### src/rtl/muldiv_pkg.sv
// Shared types and constants for the iterative multiply/divide unit.
//   op_t    : operation encoding presented on muldiv_unit.op (code 3 runs as MUL)
//   state_t : sequencing states of muldiv_unit
//   XLEN    : operand/result width
//   ITERS   : radix-2 iterations per operation
//   mag()   : two's-complement magnitude of a 64-bit value
package muldiv_pkg;

    localparam int XLEN  = 64;
    localparam int ITERS = 64;

    typedef enum logic [1:0] {
        MUL  = 2'd0,
        UDIV = 2'd1,
        SDIV = 2'd2
    } op_t;

    typedef enum logic [1:0] {
        IDLE = 2'd0,
        RUN  = 2'd1,
        DONE = 2'd2
    } state_t;

    // The magnitude of INT64_MIN is 2^63, which is still representable unsigned.
    function automatic logic [XLEN-1:0] mag(input logic [XLEN-1:0] v);
        return v[XLEN-1] ? (~v + {{(XLEN-1){1'b0}}, 1'b1}) : v;
    endfunction

endpackage

### src/rtl/muldiv_step.sv
// One radix-2 iteration, purely combinational.
//   is_div  : 1 = restoring-division step, 0 = shift-add multiply step
//   acc_in  : running product (MUL) or partial remainder (DIV)
//   x_in    : remaining multiplier bits (MUL) or dividend/quotient shift reg (DIV)
//   y_in    : shifted multiplicand (MUL) or divisor magnitude (DIV)
//   acc_out, x_out, y_out : register values after this iteration
module muldiv_step
    import muldiv_pkg::*;
(
    input  logic            is_div,
    input  logic [XLEN-1:0] acc_in,
    input  logic [XLEN-1:0] x_in,
    input  logic [XLEN-1:0] y_in,
    output logic [XLEN-1:0] acc_out,
    output logic [XLEN-1:0] x_out,
    output logic [XLEN-1:0] y_out
);

    logic [XLEN:0]   rem_sh;
    logic [XLEN-1:0] diff;
    logic            ge;

    always_comb begin
        // The remainder stays below the divisor, so after the shift it needs
        // one extra bit; the difference itself always fits in XLEN bits.
        rem_sh = {acc_in, x_in[XLEN-1]};
        ge     = (rem_sh >= {1'b0, y_in});
        diff   = rem_sh[XLEN-1:0] - y_in;

        acc_out = acc_in;
        x_out   = x_in;
        y_out   = y_in;

        if (is_div) begin
            acc_out = ge ? diff : rem_sh[XLEN-1:0];
            x_out   = {x_in[XLEN-2:0], ge};
            y_out   = y_in;
        end else begin
            acc_out = acc_in + (x_in[0] ? y_in : '0);
            x_out   = x_in >> 1;
            y_out   = y_in << 1;
        end
    end

endmodule

### src/rtl/muldiv_unit.sv
// Iterative 64-bit multiply / unsigned divide / signed divide unit.
// One operation takes 64 iteration cycles plus a result-fixup cycle in RUN,
// then a single DONE cycle that pulses done.
//   clk, reset_n : clock, asynchronous active-low reset
//   start, op    : request and operation code (sampled only in IDLE)
//   a, b         : operand / dividend and operand / divisor
//   dst_in       : destination register index captured with the operands
//   flush        : synchronous abort
//   busy, done   : busy in RUN and DONE, done pulses for one cycle
//   result, dst_out : valid while done=1, driven 0 otherwise
//
// state | meaning
// IDLE  | waiting for start
// RUN   | 64 radix-2 iterations, then one cycle to form the final result
// DONE  | result presented for one cycle, done=1
module muldiv_unit
    import muldiv_pkg::*;
#(
    parameter int XLEN = 64
) (
    input  logic            clk,
    input  logic            reset_n,
    input  logic            start,
    input  logic [1:0]      op,
    input  logic [XLEN-1:0] a,
    input  logic [XLEN-1:0] b,
    input  logic [4:0]      dst_in,
    input  logic            flush,
    output logic            busy,
    output logic            done,
    output logic [XLEN-1:0] result,
    output logic [4:0]      dst_out
);

    localparam logic [5:0] CNT_LAST = 6'(ITERS - 1);

    state_t          state;
    logic [5:0]      cnt;
    logic            steps_done;
    logic            is_div;
    logic            neg;
    logic [XLEN-1:0] acc;
    logic [XLEN-1:0] x;
    logic [XLEN-1:0] y;
    logic [4:0]      dst_r;
    logic [XLEN-1:0] acc_nx;
    logic [XLEN-1:0] x_nx;
    logic [XLEN-1:0] y_nx;
    logic [XLEN-1:0] res_fin;
    logic            op_div;
    logic            op_sdiv;

    assign op_div  = (op == UDIV) || (op == SDIV);
    assign op_sdiv = (op == SDIV);

    muldiv_step u_step (
        .is_div  (is_div),
        .acc_in  (acc),
        .x_in    (x),
        .y_in    (y),
        .acc_out (acc_nx),
        .x_out   (x_nx),
        .y_out   (y_nx)
    );

    // The divisor register is never shifted in divide mode, so a zero there
    // identifies divide-by-zero, which returns 0 instead of the all-ones quotient.
    always_comb begin
        res_fin = acc;
        if (is_div) begin
            if (y == '0)
                res_fin = '0;
            else if (neg)
                res_fin = -x;
            else
                res_fin = x;
        end
    end

    always_ff @(posedge clk or negedge reset_n) begin
        if (!reset_n) begin
            state      <= IDLE;
            cnt        <= '0;
            steps_done <= 1'b0;
            is_div     <= 1'b0;
            neg        <= 1'b0;
            acc        <= '0;
            x          <= '0;
            y          <= '0;
            dst_r      <= '0;
            busy       <= 1'b0;
            done       <= 1'b0;
            result     <= '0;
            dst_out    <= '0;
        end else if (flush) begin
            state   <= IDLE;
            busy    <= 1'b0;
            done    <= 1'b0;
            result  <= '0;
            dst_out <= '0;
        end else begin
            case (state)
                IDLE: begin
                    if (start) begin
                        state      <= RUN;
                        busy       <= 1'b1;
                        cnt        <= '0;
                        steps_done <= 1'b0;
                        acc        <= '0;
                        dst_r      <= dst_in;
                        is_div     <= op_div;
                        neg        <= op_sdiv && (a[XLEN-1] ^ b[XLEN-1]);
                        x          <= op_sdiv ? mag(a) : a;
                        y          <= op_sdiv ? mag(b) : b;
                    end
                end
                RUN: begin
                    if (!steps_done) begin
                        acc <= acc_nx;
                        x   <= x_nx;
                        y   <= y_nx;
                        cnt <= cnt + 6'd1;
                        if (cnt == CNT_LAST)
                            steps_done <= 1'b1;
                    end else begin
                        state   <= DONE;
                        done    <= 1'b1;
                        result  <= res_fin;
                        dst_out <= dst_r;
                    end
                end
                DONE: begin
                    state   <= IDLE;
                    busy    <= 1'b0;
                    done    <= 1'b0;
                    result  <= '0;
                    dst_out <= '0;
                end
                default: begin
                    state <= IDLE;
                    busy  <= 1'b0;
                    done  <= 1'b0;
                end
            endcase
        end
    end

endmodule

### config.mk
export PLATFORM = sky130hd
export DESIGN_NAME = muldiv_unit
export DESIGN_NICKNAME = d
export VERILOG_FILES = /design/src/rtl/muldiv_pkg.sv /design/src/rtl/muldiv_step.sv /design/src/rtl/muldiv_unit.sv
export SDC_FILE = /design/constraint.sdc
export NUM_CORES = 1
export LEC_CHECK = 0
export ABC_CLOCK_PERIOD_IN_PS = 5150
export CORE_UTILIZATION = 24
export DETAILED_ROUTE_END_ITERATION = 6
export GPL_TIMING_DRIVEN = 0
export PLACE_DENSITY = 0.44
export SLEW_MARGIN = 20
export SYNTH_ARGS = -nofsm -noshare
export SYNTH_HDL_FRONTEND = slang
export SYNTH_SLANG_ARGS = --single-unit
### constraint.sdc
create_clock -name clk -period 5.15 [get_ports clk]
set_input_delay 0.515 -clock clk [delete_from_list [all_inputs] [get_ports clk]]
set_output_delay 0.515 -clock clk [all_outputs]
set_load 0.005 [all_outputs]
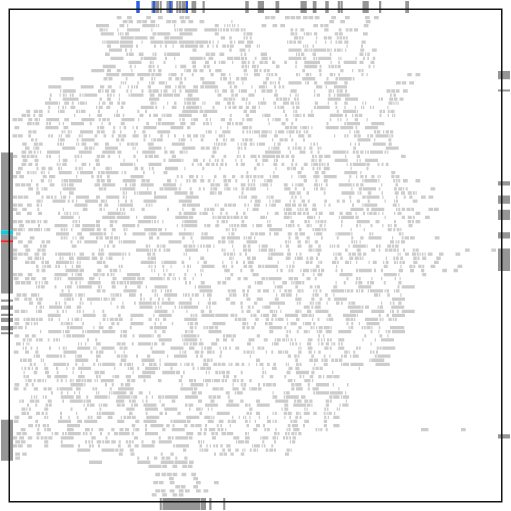
*Pin placement*
(1.5 px per um) Pins as bars across the die edge, other pins in grey.
Key: red = busy [pins 1, direction output, edge left]; blue = dst_in [pins 5, direction input, edge top]; cyan = op [pins 2, direction input, edge left]
die height: 327 um
die boundary width: 327 um
count of input and output buffers: 209

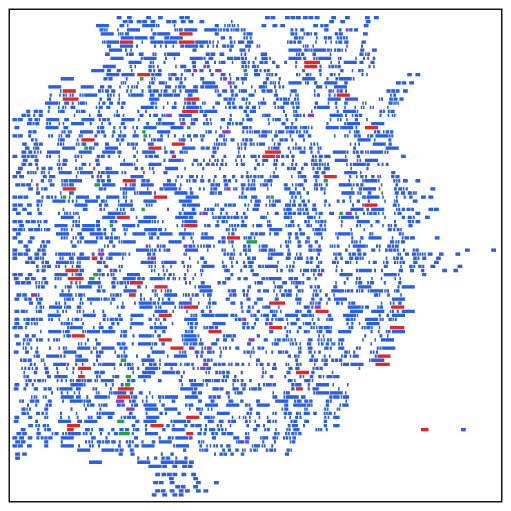
*Drive-strength map*
(1.5 px per um)
Key: purple = x2 [cells 64, share 1.8%]; green = x3 and x4 [cells 21, share 0.59%]; red = x6 and larger [cells 57, share 1.6%]; blue = x1 and smaller [cells 3,428, share 96%]

==> impl_metrics.py <==
# Flow results
metrics = {
    "drt": {
        "drt_first_pass_iters": 6,
        "route.final.wire_length_mm": 124,
        "ant_nets": 0,
        "wire_per_inst_um": 25.1,
        "vias": 26176,
        "number_of_drc_violations_after_detailed_routing": 0,
    },
    "finish": {
        "num-fill-cells": 11488,
        "seqCellArea_um2": 6980,
        "final_layout_size_suffix_gt1_frac": 0.0398,
    },
    "clock_network": {
        "cts_inserted_buffers": 37,
        "clk_path_buf_depth": 3,
        "clock_tree.htree_level_count": 2,
    },
    "logic_synthesis": {
        "cells_in_synth_stat_txt": 3288,
        "syn-instance-count": 3288,
        "synth-warning-count": 0,
        "netlist_area_um2": 25400,
        "synth-area-yosys_um2": 25400,
        "synth_flop_count": 279,
        "seq_area_frac_synth": 0.275,
        "netlist_top_cells_count": "369 x sky130_fd_sc_hd__nand2_1, 331 x sky130_fd_sc_hd__o21ai_0, 279 x sky130_fd_sc_hd__dfrtp_1",
        "syn-num-nets": 3561,
        "synth_async_sr_flop_share": 1.00,
    },
    "setup_path": {
        "critical_path_required_ps": 5620,
        "arrival_ps": 5490,
        "worstPathMaxFanout": 10,
        "critPathLaunchType": "flip-flop",
        "cells_along_the_critical_path": "clkinvlp_4, buf_4, buf_1, nor2_1, ha_1, clkbuf_1, a211oi_1, o21ai_0, o41ai_1, o21ai_1, a21oi_1, o21ai_2, a21boi_0, xor2_1, a21oi_1, a22o_1",
    },
    "floorplan": {
        "core_area_um2": 104000,
    },
    "global_route": {
        "first_pass_grt_wire_length_mm": 179,
        "gr_peak_layer": "met2",
        "groute.usage.overall": 0.225,
        "grt.met1_usage": 0.310,
        "grt_start_max_net_pins": 81,
        "first_global_vias": 25623,
        "antenna_found_initial": 4,
    },
    "run": {
        "drv.max_cap_violation_count": 0,
    },
    "hold_path": {
        "min_path_type": "in2reg",
    },
    "run_status": {
        "result_of_the_run": "completed",
    },
    "sta": {
        "fin_crit_sh": 0.975,
        "timing.max_slew.rel_slack": 0.190,
        "timing.final.setup_violations": 0,
    },
    "pwr": {
        "power_density_nw_per_um2": 512,
    },
}
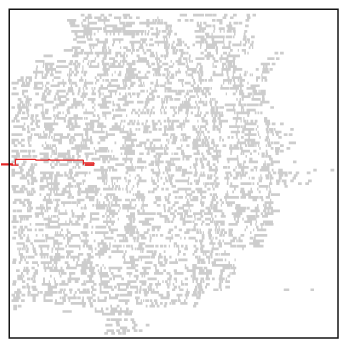
*Wires at chosen ports, followed through buffers*
(1 px per um)
Key: red = busy [bits 1, direction output, edge left, end cells 1, buffers 1, wire 101 um]
total I/O pin count: 210

## cell type report
class | instances | area share
multi-input combinational | 2661 | 0.557
sequential | 279 | 0.227
timing repair buffer | 218 | 0.0723
tap | 1380 | 0.0561
clock buffer | 47 | 0.0336
buffer | 220 | 0.0281
inverter | 127 | 0.0156
clock inverter | 18 | 0.0100
antenna | 1 | 0.0000813
## flip-flops by register name (all words and copies together) (netlist names)
register / flops
steps_done: 1
state: 2
result: 64
dst_r: 5
dst_out: 5
y: 64
done: 1
x: 64
acc: 64
neg: 1
busy: 1
is_div: 1
cnt: 6
## worst max-delay path: cells and delay by family, from the launching register on
kind / cells / cell delay [ps]
flops: 1 / 600
buf+inv: 4 / 980
xor+xnor: 1 / 360
fa+ha+maj: 1 / 230
simple gates: 1 / 160
compound gates: 9 / 2580
## what timing repair did
item                                    4_1_cts  5_1_grt
hold buffers                                  1        0
endpoints found under the setup margin       46       25
buffers inserted                              2        1
hold endpoints to repair                     53        0
resized                                      13        6
cloned                                        0        0
## per-layer routing
layer	vias up	share of wire
li1	12467	-
met1	12735	0.46
met2	816	0.45
met3	158	0.059
met4	0	0.031
met5	-	0
## per-stage QoR
| stage | TNS, ps | worst slack, ps | power, mW | hold WS (ps) |
|---|---|---|---|---|
| 6_report | 0 | 131 | 15.8 | 460 |
| 5_1_grt | 0 | 13.1 | 16.7 | 464 |
| 4_1_cts | 0 | 9.16 | 15.6 | 431 |
| 3_5_place_dp | -14340 | -909 | 12.6 | 462 |
| 3_3_place_gp | -2825820 | -10130 | 12.7 | 460 |
| 2_1_floorplan | 0 | 1290 | 9.29 | 219 |
## where the power goes
group          total [mW]  leakage (nW)  switching (mW)  internal (mW)
Clock                2.90         0.645            1.16           1.74
Combinational        9.30          8.59            6.05           3.25
Sequential           3.58          3.62           0.941           2.64
Total                15.8          12.9            8.15           7.63
## worst paths after layout
path / start / to / slack (ps) / cells after the start
setup / recovery: x[0]$_DFFE_PN0P_ / acc[49]$_DFFE_PN0P_ / 130 / 16
hold / removal: dst_in[3] / dst_r[3]$_DFFE_PN0P_ / 460 / 3
setup reg to reg: x[0]$_DFFE_PN0P_ / acc[49]$_DFFE_PN0P_ / 130 / 16
hold reg to reg: dst_r[2]$_DFFE_PN0P_ / dst_r[2]$_DFFE_PN0P_ / 480 / 2
max in group asynchronous: reset_n / acc[18]$_DFFE_PN0P_ / 3390 / 4
min in group asynchronous: reset_n / y[49]$_DFFE_PN0P_ / 510 / 2
## kinds of logic (layout without fill, tap and decap cells)
| logic type | after synthesis | count (layout) | synth area share |
|---|---|---|---|
| AOI/OAI and AO/OA | 1132 | 1132 | 0.279 |
| and+or+nand+nor | 990 | 990 | 0.182 |
| buffers and inverters | 348 | 630 | 0.0522 |
| xor gates and xnor gates | 293 | 293 | 0.101 |
| DFF | 279 | 279 | 0.275 |
| adders and majority gates | 134 | 134 | 0.0666 |
| muxes | 112 | 112 | 0.0444 |
| other | 0 | 1 | 0 |
Power is estimated from default activity; no workload was simulated.
